Metal layers overlaid:
(4 px per um) Only two layers are drawn.
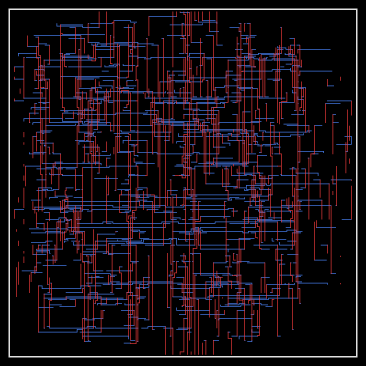
Register map, names as in the netlist:
(6 px per um) Other sequential cells in the stronger gray, the rest of the logic in the fainter gray.
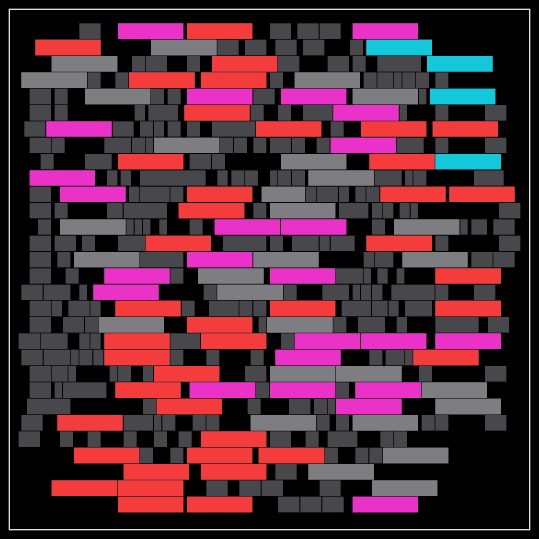
M3 wires:
(4 px per um)
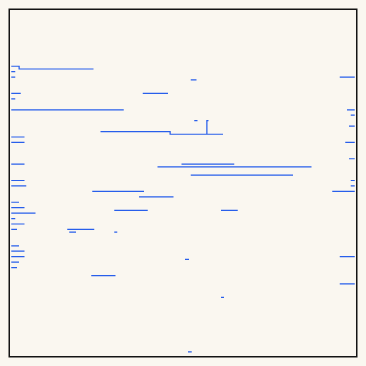
Placed standard cells:
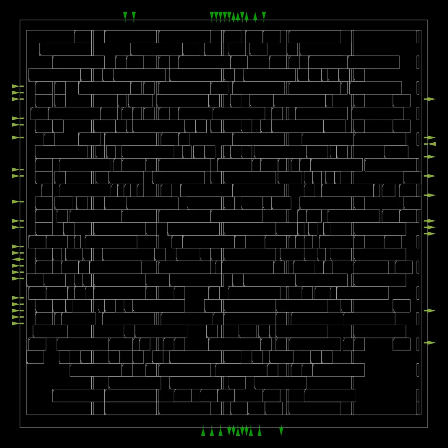
Cell classes on the final placement:
(3 px per um)
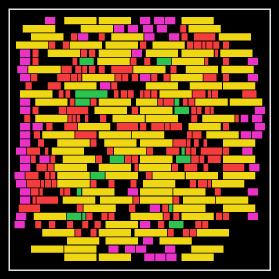
<file path="config.mk">
export PLATFORM = sky130hd
export DESIGN_NAME = pipelined_adder
export DESIGN_NICKNAME = d
export VERILOG_FILES = /design/src/rtl/pipelined_adder.sv
export SDC_FILE = /design/constraint.sdc
export NUM_CORES = 1
export LEC_CHECK = 0
export ABC_CLOCK_PERIOD_IN_PS = 6500
export CAP_MARGIN = 20
export CORE_UTILIZATION = 59
export CTS_CLUSTER_DIAMETER = 60
export CTS_CLUSTER_SIZE = 16
export DETAILED_ROUTE_END_ITERATION = 10
export PLACE_DENSITY = 0.85
export SLEW_MARGIN = 25
export SYNTH_ARGS = -nofsm -noshare
export SYNTH_HDL_FRONTEND = slang
export SYNTH_SLANG_ARGS = --single-unit
export TNS_END_PERCENT = 30
</file>
<file path="constraint.sdc">
create_clock -name clk -period 6.5 [get_ports clk]
set_input_delay 0.65 -clock clk [delete_from_list [all_inputs] [get_ports clk]]
set_output_delay 0.65 -clock clk [all_outputs]
set_load 0.05 [all_outputs]
</file>
<file path="src/rtl/pipelined_adder.sv">
`default_nettype none
// ============================================================================
//  Module   : pipelined_adder
//  Brief    : WIDTH-bit ripple adder split into SEG-bit segments, one
//             segment summed per pipeline stage with the segment carry
//             registered into the next stage. Valid/ready on both sides,
//             global stall when the output register is full and not taken.
//  Options  : ADDER_SUB_EN adds the in_sub port (A - B via A + ~B + 1).
//  Revision : 1.0 - initial release
// ============================================================================
module pipelined_adder #(
  parameter int WIDTH = 16,   // must be a multiple of SEG
  parameter int SEG   = 4     // WIDTH/SEG gives 1..8 stages
) (
  input  logic             clk,
  input  logic             rst,
  input  logic             in_valid,
  output logic             in_ready,
  input  logic [WIDTH-1:0] in_a,
  input  logic [WIDTH-1:0] in_b,
`ifdef ADDER_SUB_EN
  input  logic             in_sub,
`endif
  input  logic             in_cin,
  output logic             out_valid,
  input  logic             out_ready,
  output logic [WIDTH-1:0] out_sum,
  output logic             out_cout,
  output logic             out_ovf
);

  localparam int STAGES = WIDTH / SEG;
  localparam int LAST   = STAGES - 1;
  localparam int MSB    = WIDTH - 1;

  // Per-stage registers. Stage k holds the sum for segments 0..k, the carry
  // out of segment k and the full operands so later segments can be added.
  // The last stage doubles as the output register.
  logic [WIDTH-1:0] r_a [STAGES];
  logic [WIDTH-1:0] r_b [STAGES];
  logic [WIDTH-1:0] r_s [STAGES];
  logic             r_c [STAGES];
  logic             r_v [STAGES];
  logic             r_ovf;

  // Next-state values for each stage
  logic [WIDTH-1:0] w_a [STAGES];
  logic [WIDTH-1:0] w_b [STAGES];
  logic [WIDTH-1:0] w_s [STAGES];
  logic             w_c [STAGES];
  logic             w_v [STAGES];
  logic             w_ovf;

  logic [SEG:0]     w_seg;
  logic [WIDTH-1:0] w_cur_a;
  logic [WIDTH-1:0] w_cur_b;
  logic [WIDTH-1:0] w_b_eff;
  logic             w_cin_eff;
  logic             w_adv;

  // Subtraction is folded into the operand at entry, so the stages only add
  // and the operation's mode naturally travels with its effective operand B.
`ifdef ADDER_SUB_EN
  assign w_b_eff   = in_sub ? ~in_b : in_b;
  assign w_cin_eff = in_sub | in_cin;
`else
  assign w_b_eff   = in_b;
  assign w_cin_eff = in_cin;
`endif

  // The whole pipe advances unless a result sits at the output untaken
  assign w_adv    = !r_v[LAST] || out_ready;
  assign in_ready = w_adv;

  // Segment adders: stage 0 from the ports, stage k from stage k-1
  always_comb begin
    for (int k = 0; k < STAGES; k++) begin
      w_a[k] = '0;
      w_b[k] = '0;
      w_s[k] = '0;
      w_c[k] = 1'b0;
      w_v[k] = 1'b0;
    end
    w_cur_a = in_a;
    w_cur_b = w_b_eff;
    w_seg   = {1'b0, in_a[SEG-1:0]} + {1'b0, w_b_eff[SEG-1:0]}
            + {{SEG{1'b0}}, w_cin_eff};
    w_a[0]  = in_a;
    w_b[0]  = w_b_eff;
    w_s[0][SEG-1:0] = w_seg[SEG-1:0];
    w_c[0]  = w_seg[SEG];
    w_v[0]  = in_valid;
    for (int k = 1; k < STAGES; k++) begin
      w_cur_a = r_a[k-1];
      w_cur_b = r_b[k-1];
      w_seg   = {1'b0, r_a[k-1][k*SEG +: SEG]} + {1'b0, r_b[k-1][k*SEG +: SEG]}
              + {{SEG{1'b0}}, r_c[k-1]};
      w_a[k]  = r_a[k-1];
      w_b[k]  = r_b[k-1];
      w_s[k]  = r_s[k-1];
      w_s[k][k*SEG +: SEG] = w_seg[SEG-1:0];
      w_c[k]  = w_seg[SEG];
      w_v[k]  = r_v[k-1];
    end
    // After the loop w_seg is the MSB segment and w_cur_* its operands
    w_ovf = (w_cur_a[MSB] == w_cur_b[MSB]) && (w_seg[SEG-1] != w_cur_a[MSB]);
  end

  // Stage registers: cleared on reset, frozen while stalled
  always_ff @(posedge clk) begin
    if (rst) begin
      for (int k = 0; k < STAGES; k++) begin
        r_a[k] <= '0;
        r_b[k] <= '0;
        r_s[k] <= '0;
        r_c[k] <= 1'b0;
        r_v[k] <= 1'b0;
      end
      r_ovf <= 1'b0;
    end else if (w_adv) begin
      for (int k = 0; k < STAGES; k++) begin
        r_a[k] <= w_a[k];
        r_b[k] <= w_b[k];
        r_s[k] <= w_s[k];
        r_c[k] <= w_c[k];
        r_v[k] <= w_v[k];
      end
      r_ovf <= w_ovf;
    end
  end

  assign out_valid = r_v[LAST];
  assign out_sum   = r_s[LAST];
  assign out_cout  = r_c[LAST];
  assign out_ovf   = r_ovf;

endmodule
`default_nettype wire

</file>
==> results.txt <==
Numbers from the implementation run.

The synthesized-area fraction occupied by adder cells is 7.368%. The total clock buffers created by CTS is 9. Per the STA report, the cell with the highest stage delay on the worst path is sky130_fd_sc_hd__clkdlybuf4s50_1. According to the dpl log, the detail-placed design has an HPWL of about 3.9 mm.

Overall power consumption after layout is estimated at about 1.2 mW. The post-detailed-routing wire length is 6.562 mm. Setup repair after global routing left no endpoint under its margin. Summed over all routing layers, the global router reports a total usage of about a fifth. The synthesized netlist contains 26 unique library cells. The synthesized netlist was found by Yosys to have ~280 cells. Per the final report, the share of cell area in clock cells is between 3 and 4%. The most instantiated library cell after synthesis is sky130_fd_sc_hd__edfxtp_1.

The die outline height is between 80 and 90 um. Of the cells placed in the final design, the portion with a size suffix greater than 1 is under 10%. The dominant logic cell type in the layout is sky130_fd_sc_hd__edfxtp_1. Entering global routing, the biggest net connects 97 pins. Counting the inverters off the clock network in the layout gives 14.

The area taken by flip-flops and latches is 0.002903 mm^2. The number of max-cap violations is 0. The chip area estimate from yosys synthesis is 0.004212 mm^2. The complex-gate fraction of the synthesized area is a little under 3%. The flow ran to the end, and the final reports show no timing, DRC or antenna violations. Across the VDD grid, the largest voltage drop is ~0.14 mV. During I/O placement, the number of pins put on the boundary was ~57.

The clock skew is roughly 0.0079 ns. The flow reports power dissipated in the clock network as ~360 uW. The clock network power share is between 20 and 30%. The register with the most flip-flops in the layout has around 40 of them.

In the synthesized netlist, the cells that appear most often are 96 x sky130_fd_sc_hd__edfxtp_1, 81 x sky130_fd_sc_hd__and3_1, 12 x sky130_fd_sc_hd__clkbuf_1, 12 x sky130_fd_sc_hd__ha_1, 12 x sky130_fd_sc_hd__inv_1. The critical path maximum fanout is roughly 87. The number of stages on the worst hold path is 1.

The most flop-heavy register is r_s. The critical path runs through a total of 5 cells. In the floorplan report the effective utilization is ~62%. The number of instances in the synthesized netlist is approximately 280. The class of the most critical hold timing path is flip-flop to flip-flop. STA classifies the critical path endpoint as an output pin.

The worst setup slack after layout is about 3 ns. The critical path ends at in_ready. The leakage power in the latest report is around 2.3 nW.

The launch instance of the worst min-delay path is r_b[0][31]. After synthesis, the cell types taking the most area are sky130_fd_sc_hd__edfxtp_1 68%, sky130_fd_sc_hd__and3_1 12%, sky130_fd_sc_hd__fa_1 3.8%, sky130_fd_sc_hd__ha_1 3.6%, sky130_fd_sc_hd__buf_6 1.6%. The die boundary width is ~86 um.
Notes on 'metal layers overlaid' above:
M1 -> blue  # wire length 2810 um
M2 -> red  # wire length 3330 um

Notes on 'register map, names as in the netlist' above:
r_v -> cyan  # sequential cells 4, where upper right
r_a -> magenta  # sequential cells 24
r_s -> red  # sequential cells 40, where spread over the die

Notes on 'M3 wires' above:
wire length on this layer = 284 um
main direction = horizontal
longest straight run = 38.2 um
share of all routed wire = 4.3%
nets with wire on the layer = 42

Notes on 'placed standard cells' above:
well-tap cell count: 96
flop count: 97
Final Util: 72.82%
filler cell count in the final layout: 464

Notes on 'cell classes on the final placement' above:
clock drivers and dummy loads -> green  # cells 15, share of their area 3.6%
remaining logic cells -> red  # cells 168, share of their area 25%
registers -> yellow  # cells 97, share of their area 60%
remaining buffers and delay cells -> magenta  # cells 57, share of their area 12%

No activity file was given, so power comes from the tool's default toggle rates.
